[config.mk]
export PLATFORM = sky130hd
export DESIGN_NAME = mem_in_burst_scheduler
export DESIGN_NICKNAME = d
export VERILOG_FILES = /design/src/rtl/mem_in_burst_scheduler.sv
export SDC_FILE = /design/constraint.sdc
export NUM_CORES = 1
export LEC_CHECK = 0
export ABC_AREA = 1
export ABC_CLOCK_PERIOD_IN_PS = 3600
export CORE_ASPECT_RATIO = 0.9
export CORE_MARGIN = 2
export CORE_UTILIZATION = 49
export CTS_CLUSTER_DIAMETER = 60
export DETAILED_ROUTE_END_ITERATION = 12
export PLACE_DENSITY = 0.83
export SLEW_MARGIN = 5
export SYNTH_ARGS = -nofsm -noshare
export SYNTH_HDL_FRONTEND = slang
export SYNTH_SLANG_ARGS = --single-unit
[constraint.sdc]
create_clock -name clk -period 3.6 [get_ports clk]
set_input_delay 0.36 -clock clk [delete_from_list [all_inputs] [get_ports clk]]
set_output_delay 0.36 -clock clk [all_outputs]
set_load 0.005 [all_outputs]
[src/rtl/mem_in_burst_scheduler.sv]
// Round-robin arbiter sharing one input-memory burst reader among NUM_REQ requesters.
// Latency: mem_start/grant one cycle after req is sampled in IDLE; req_done one cycle after mem_done.
// Backpressure: a granted burst holds the reader until mem_done; a GAP cycle follows every burst.
// Optional feature: define MEM_IN_SCHED_TIMEOUT_EN to enable the WAIT watchdog and timeout_err.
module mem_in_burst_scheduler #(
    parameter int NUM_REQ    = 4,
    parameter int log2_DEPTH = 3
) (
    input  logic                             clk,
    input  logic                             rst,
    input  logic [NUM_REQ-1:0]               req,
    input  logic [NUM_REQ*log2_DEPTH-1:0]    req_len,
    output logic [NUM_REQ-1:0]               grant,
    output logic [NUM_REQ-1:0]               req_done,
    output logic                             mem_start,
    output logic [log2_DEPTH-1:0]            mem_num_of_dat,
    input  logic                             mem_done,
    output logic                             busy,
    output logic                             timeout_err
);

    localparam int PTR_W = (NUM_REQ > 1) ? $clog2(NUM_REQ) : 1;

    localparam logic [1:0] ST_IDLE = 2'd0;
    localparam logic [1:0] ST_WAIT = 2'd1;
    localparam logic [1:0] ST_GAP  = 2'd2;

    logic [1:0]            state_q,     state_d;
    logic [NUM_REQ-1:0]    grant_q,     grant_d;
    logic [NUM_REQ-1:0]    req_done_q,  req_done_d;
    logic                  mem_start_q, mem_start_d;
    logic [log2_DEPTH-1:0] len_q,       len_d;
    logic                  busy_q,      busy_d;
    logic [PTR_W-1:0]      owner_q,     owner_d;
    logic [PTR_W-1:0]      last_q,      last_d;

    logic                  rr_found;
    logic [PTR_W-1:0]      rr_idx;
    logic [PTR_W:0]        cand;
    logic                  timeout_hit;

    // Round-robin search starting just after the last served requester.
    always_comb begin
        rr_found = 1'b0;
        rr_idx   = '0;
        cand     = '0;
        for (int k = 1; k <= NUM_REQ; k++) begin
            cand = {1'b0, last_q} + (PTR_W+1)'(k);
            if (cand >= (PTR_W+1)'(NUM_REQ)) begin
                cand = cand - (PTR_W+1)'(NUM_REQ);
            end
            if (!rr_found && req[cand[PTR_W-1:0]]) begin
                rr_found = 1'b1;
                rr_idx   = cand[PTR_W-1:0];
            end
        end
    end

    // Next-state and registered-output logic for the IDLE/WAIT/GAP controller.
    always_comb begin
        state_d     = state_q;
        grant_d     = grant_q;
        req_done_d  = '0;
        mem_start_d = 1'b0;
        len_d       = len_q;
        owner_d     = owner_q;
        last_d      = last_q;
        case (state_q)
            ST_IDLE: begin
                if (rr_found) begin
                    state_d     = ST_WAIT;
                    grant_d     = NUM_REQ'(1) << rr_idx;
                    mem_start_d = 1'b1;
                    len_d       = req_len[rr_idx*log2_DEPTH +: log2_DEPTH];
                    owner_d     = rr_idx;
                end
            end
            ST_WAIT: begin
                // req/req_len are deliberately ignored here; only the reader ends a burst.
                if (mem_done || timeout_hit) begin
                    state_d    = ST_GAP;
                    grant_d    = '0;
                    req_done_d = NUM_REQ'(1) << owner_q;
                    last_d     = owner_q;
                end
            end
            ST_GAP: begin
                state_d = ST_IDLE;
            end
            default: begin
                state_d = ST_IDLE;
                grant_d = '0;
            end
        endcase
        busy_d = (state_d != ST_IDLE);
    end

    // Controller state and output registers; reset abandons any burst in flight.
    always_ff @(posedge clk or posedge rst) begin
        if (rst) begin
            state_q     <= ST_IDLE;
            grant_q     <= '0;
            req_done_q  <= '0;
            mem_start_q <= 1'b0;
            len_q       <= '0;
            busy_q      <= 1'b0;
            owner_q     <= '0;
            last_q      <= PTR_W'(NUM_REQ-1);
        end else begin
            state_q     <= state_d;
            grant_q     <= grant_d;
            req_done_q  <= req_done_d;
            mem_start_q <= mem_start_d;
            len_q       <= len_d;
            busy_q      <= busy_d;
            owner_q     <= owner_d;
            last_q      <= last_d;
        end
    end

`ifdef MEM_IN_SCHED_TIMEOUT_EN
    // Watchdog fires after this many WAIT cycles without mem_done.
    localparam int TO_LIMIT = (1 << log2_DEPTH) + 4;
    localparam int TO_W     = $clog2(TO_LIMIT + 1);

    logic [TO_W-1:0] to_cnt_q, to_cnt_d;
    logic            timeout_err_q, timeout_err_d;

    // WAIT-cycle counter, cleared on every burst start; the error flag is sticky.
    always_comb begin
        to_cnt_d      = to_cnt_q;
        timeout_hit   = (state_q == ST_WAIT) && !mem_done &&
                        (to_cnt_q == TO_W'(TO_LIMIT - 1));
        timeout_err_d = timeout_err_q | timeout_hit;
        if (state_q == ST_IDLE) begin
            to_cnt_d = '0;
        end else if (state_q == ST_WAIT) begin
            to_cnt_d = to_cnt_q + TO_W'(1);
        end
    end

    // Watchdog registers.
    always_ff @(posedge clk or posedge rst) begin
        if (rst) begin
            to_cnt_q      <= '0;
            timeout_err_q <= 1'b0;
        end else begin
            to_cnt_q      <= to_cnt_d;
            timeout_err_q <= timeout_err_d;
        end
    end

    assign timeout_err = timeout_err_q;
`else
    assign timeout_hit = 1'b0;
    assign timeout_err = 1'b0;
`endif

    assign grant          = grant_q;
    assign req_done       = req_done_q;
    assign mem_start      = mem_start_q;
    assign mem_num_of_dat = len_q;
    assign busy           = busy_q;

endmodule
### Placed cells, one color a class, run 1

Bar = 20 um.
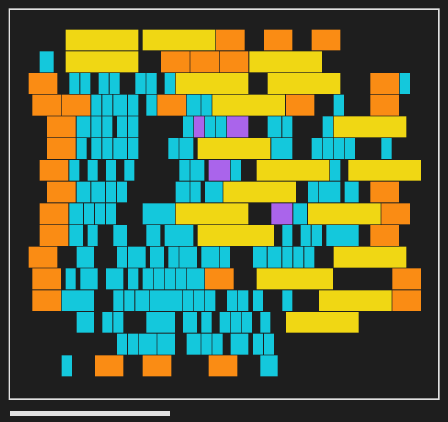
clock drivers and dummy loads -> purple  # cells 4
other buffers and delay cells -> orange  # cells 31
flops -> yellow  # cells 19
combinational and other logic -> cyan  # cells 130

### Wiring by layer, run 1

Bar = 20 um. Two of the layers only.
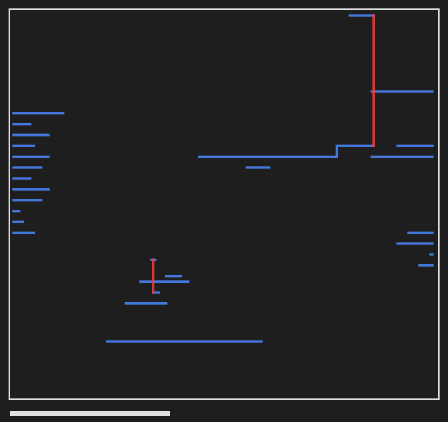
metal 4 -> red  # wire length 20.4 um
metal 3 -> blue  # wire length 128 um
wire per inst: 10.9 um
GRT Total Usage: 0.201
routed vias: 1037
DRT Wirelength: 2300 um

==> results.toml, run 1 <==
# flow metrics
[logic_synthesis]
ys.flop_type = "dfrtp_1"
ys_sh_aoi = 0.0565
edf_count = 0
numSynthFlops = 19
xor_share = 0
most_common_cell = "nand2_1"
ys_top_cells_by_area = "dfrtp_1, nand2_1, nand3_1"
yosysTopAreaCell = "dfrtp_1"
yosysSeqAreaShare = 0.441
synth_cell_types = 20
ys_sh_simple = 0.420

[layout]
drive_gt1_frac = 0.152
diodes = 0

[clock_network]
cts_inserted_buffers = 3
root_buffer = "clkbuf_4"
postCtsSetupRepairBufs = 0
cts_max_level = 1
insertion_delay_ns = 0.29
cts-resized-gates = 0
cts_hold_buf = 0
cts_tree = "yes"

[route]
drtIter0Drc = 28
antenna_left = 0
drt-vias-per-instance = 4.91

[outcome]
status = "finished clean"

[floorplanning]
ioPinCount = 33
rows = 16
dieHeight_um = 48.6

[global_routing]
gr-total-overflow = 0
grt_pass1_wl_um = 4000
antenna_found_initial = 0

[worst_setup_path]
cp_max_fo = 9
r2r-end = "mem_num_of_dat[0]$_DFFE_PP0P_"
critPathCaptureType = "register"

[final_timing]
slew_headroom = 0.539
rsz0062_at_grt = "no"
final-hold-violation-count = 0
slew_viol_final = 0

[power_and_ir_drop]
powerDensity_nw_per_um2 = 897

[job]
warnings = 26
maxCapViolCount = 0

[placed_design]
io_buffers = 31
### Where the registers sit, run 1

Bar = 20 um. Other sequential cells in the stronger gray, the rest of the logic in the fainter gray.
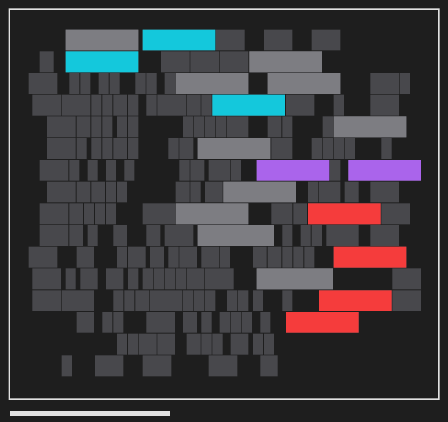
state_q -> purple  # flops 2
mem_num_of_dat -> cyan  # flops 3
req_done -> red  # flops 4
not colored = 10

-- run 1: metrics by stage --
step	std cells	utilization	power, W	setup slack [ns]	hold WS (ns)
finish	211	0.676	0.00130	1.64	0.466
CTS	211	0.676	0.00130	1.64	0.493
floorplan	150	-	0.000961	1.91	0.310
detailed placement	207	0.664	0.00119	1.49	0.470
global route	211	0.676	0.00143	1.41	0.527
global placement	207	0.664	0.00117	1.55	0.470
-- run 1: state kept, by name (all words and copies together), names as in the netlist --
signal and flops:
grant 4, req_done 4, mem_num_of_dat 3, last_q 2
owner_q 2, state_q 2, busy 1, mem_start 1
-- run 1: area by class of cell --
cell class                      count  area (sq um)
Multi-Input combinational cell    109           520
Fill cell                         180           694
Clock buffer                        4          26.3
Inverter                           21          78.8
Sequential cell                    19           478
Tap cell                           27          33.8
Timing Repair Buffer               31           310
-- run 1: worst max-delay path by stage --
stage	startpoint	to
floorplan	last_q[0]$_DFFE_PP1P_	mem_num_of_dat[0]$_DFFE_PP0P_
global placement	req[3]	mem_num_of_dat[2]$_DFFE_PP0P_
detailed placement	req[3]	mem_num_of_dat[0]$_DFFE_PP0P_
CTS	last_q[0]$_DFFE_PP1P_	mem_num_of_dat[0]$_DFFE_PP0P_
global route	last_q[0]$_DFFE_PP1P_	mem_num_of_dat[0]$_DFFE_PP0P_
finish	last_q[0]$_DFFE_PP1P_	mem_num_of_dat[0]$_DFFE_PP0P_
-- run 1: critical path: stages (launching register included) --
cell and delay [ns]:
dfstp_2 0.62, inv_2 0.11, nand2_2 0.08, nand2_1 0.06, nand2_1 0.08, nand2_2 0.08
nor2_4 0.13, nand3_2 0.10, nand2_2 0.17, nand2_4 0.10, nand2_1 0.08, nand2_1 0.04
nand2_1 0.05, nand2_1 0.05, nand2_1 0.06, nand2_1 0.05
-- run 1: logic make-up (layout without fill, tap and decap cells) --
family          count (synthesis)  in the layout
simple gates                   97             97
buf+inv                        22             56
flops                          19             19
compound gates                 11             11
other cells                     1              1
-- run 1: power breakdown --
group	internal, W	leakage (nW)	switching [W]
clock network	0.0000430	0.0150	0.0000617
logic	0.000318	0.479	0.000522
registers	0.000300	0.238	0.0000533
total	0.000661	0.733	0.000637
-- run 1: routing by layer --
metal | GRT usage | wire length, um | share of wire
met3 | 0.0370 | 128 | 0.056
met2 | 0.344 | 1160 | 0.50
met1 | 0.262 | 998 | 0.43
met5 | 0 | 0 | 0
met4 | 0.0385 | 20 | 0.0087
-- run 1: placed cells by master, fill, tap and decap left out, types with 3 or more instances in the layout --
cell type	count
nor2_1	5
clkbuf_4	3
nand3_1	14
nand2_2	11
clkdlybuf4s50_1	31
o21ai_0	8
dfrtp_1	17
inv_2	5
nand2_1	59
inv_1	16
==> run 2, diff against run 1 <==
--- a/config.mk
+++ b/config.mk
@@ -6,13 +6,13 @@
 export NUM_CORES = 1
 export LEC_CHECK = 0
 export ABC_AREA = 1
-export ABC_CLOCK_PERIOD_IN_PS = 3600
+export ABC_CLOCK_PERIOD_IN_PS = 1900
 export CORE_ASPECT_RATIO = 0.9
 export CORE_MARGIN = 2
-export CORE_UTILIZATION = 49
+export CORE_UTILIZATION = 46
 export CTS_CLUSTER_DIAMETER = 60
 export DETAILED_ROUTE_END_ITERATION = 12
-export PLACE_DENSITY = 0.83
+export PLACE_DENSITY = 0.79
 export SLEW_MARGIN = 5
 export SYNTH_ARGS = -nofsm -noshare
 export SYNTH_HDL_FRONTEND = slang
==> constraint.sdc (replaced) <==
create_clock -name clk -period 1.9 [get_ports clk]
set_input_delay 0.19 -clock clk [delete_from_list [all_inputs] [get_ports clk]]
set_output_delay 0.19 -clock clk [all_outputs]
set_load 0.005 [all_outputs]
### Wiring by layer, run 2

Bar = 20 um. Two of the layers only.
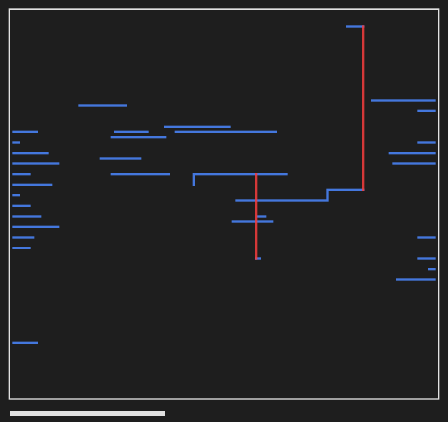
metal 4 -> red  # wire length 32.0 um
metal 3 -> blue  # wire length 163 um
GRT Total Usage: 0.216
wire per inst: 12.7 um
routed vias: 1126
DRT Wirelength: 2760 um

==> results.toml, run 2 <==
# flow metrics
[route]
drtIter0Drc = 42
drt-vias-per-instance = 5.19
antenna_left = 0

[power_and_ir_drop]
powerDensity_nw_per_um2 = 1810

[clock_network]
root_buffer = "clkbuf_4"
insertion_delay_ns = 0.30
cts_max_level = 1

[logic_synthesis]
numSynthFlops = 19
edf_count = 0
ys.flop_type = "dfrtp_1"
ys_sh_simple = 0.420
ys_top_cells_by_area = "dfrtp_1, nand2_1, nand3_1"
yosysTopAreaCell = "dfrtp_1"
yosysSeqAreaShare = 0.441

[final_timing]
slew_headroom = 0.524
rsz0062_at_grt = "yes"
setup_slack_ns = -0.0583
finalSetupViolCount = 4
finalHoldWorstSlack_ns = 0.295

[job]
warnings = 27
maxCapViolCount = 0

[worst_setup_path]
cp_top_family = "simple AND/OR/NAND/NOR gates"
critPathMaxStageDelay_ns = 0.65
cp_slowest_cell = "dfstp_2"
cpMostUsedCell = "nand2_1"
path_buffers = 1

[outcome]
status = "finished with violations"
violations = "setup timing"

[floorplanning]
ioPinCount = 33
dieHeight_um = 50.1

[layout]
layout_top_cell = "nand2_1"
drive_gt1_frac = 0.226
final_cell_mix = "nand2_1, clkdlybuf4s50_1, nand2_2"
==> run 2: netlist changes by cell type in the layout (fill, tap and decap cells not counted), sizes merged <==
cell / change
buf: +5
nand2: +1
==> run 2: final timing paths <==
| path | slack [ns] | endpoint | cells past startpoint | start |
|---|---|---|---|---|
| max | -0.06 | mem_num_of_dat[1]$_DFFE_PP0P_ | 15 | last_q[0]$_DFFE_PP1P_ |
| min | 0.30 | state_q[0]$_DFF_PP0_ | 2 | rst |
| max reg2reg | -0.06 | mem_num_of_dat[1]$_DFFE_PP0P_ | 15 | last_q[0]$_DFFE_PP1P_ |
| min reg2reg | 0.49 | mem_num_of_dat[2]$_DFFE_PP0P_ | 2 | mem_num_of_dat[2]$_DFFE_PP0P_ |
| max in group asynchronous | 1.15 | owner_q[0]$_DFFE_PP0P_ | 2 | rst |
| min in group clk | 0.49 | mem_num_of_dat[2]$_DFFE_PP0P_ | 2 | mem_num_of_dat[2]$_DFFE_PP0P_ |
==> run 2: final cells by class <==
cell class | instances | area (sq um) | share of cell area
Tap cell | 27 | 33.8 | 0.0219
Timing Repair Buffer | 36 | 348 | 0.225
Multi-Input combinational cell | 110 | 578 | 0.374
Inverter | 21 | 81.3 | 0.0526
Sequential cell | 19 | 478 | 0.309
Clock buffer | 4 | 26.3 | 0.0170
==> run 2: what timing repair did <==
item	4_1_cts	5_1_grt
resized	8	8
pin swaps	5	3
setup buffers	4	0
endpoints found under the hold margin	0	0
endpoints found under the setup margin	3	10
gates cloned	1	0
==> run 2: cells by family after synthesis <==
family,after synthesis
other,1
AND-OR/OR-AND,11
flip-flops,19
AND/OR/NAND/NOR,97
buffers and inverters,22
==> run 2: per-stage QoR <==
stage                     instances  cell area (sq um)
after floorplan                 150               1080
after global routing            217               1550
after CTS                       217               1510
after global placement          208               1430
after detailed placement        208               1430
final                           217               1550
==> run 2: report_power, final <==
part / leakage, nW / switching [W] / internal [W]
clock network: 0.0150 / 0.000122 / 0.0000818
logic: 0.515 / 0.00119 / 0.000740
registers: 0.238 / 0.000104 / 0.000568
==> run 2: layer usage <==
| metal | up-vias | global-route usage | routed length (um) |
|---|---|---|---|
| li1 | 546 | - | - |
| met1 | 530 | 0.265 | 1150 |
| met2 | 46 | 0.369 | 1420 |
| met3 | 4 | 0.0455 | 163 |
| met4 | 0 | 0.0610 | 31 |
| met5 | - | 0 | 0 |
==> run 2: worst reg2reg max path: stages, from the launching register on <==
cell	delay, ns
dfstp_2	0.65
inv_4	0.09
nand2_2	0.08
nand2_1	0.07
nand2_1	0.07
nand2_2	0.07
nor2_4	0.16
nand3_4	0.12
nand2_8	0.13
nand2_4	0.08
nand2_1	0.07
nand2_1	0.05
nand2_1	0.06
nand2_1	0.05
nand2_1	0.06
nand2_1	0.05
No activity file was given, so power comes from the tool's default toggle rates.
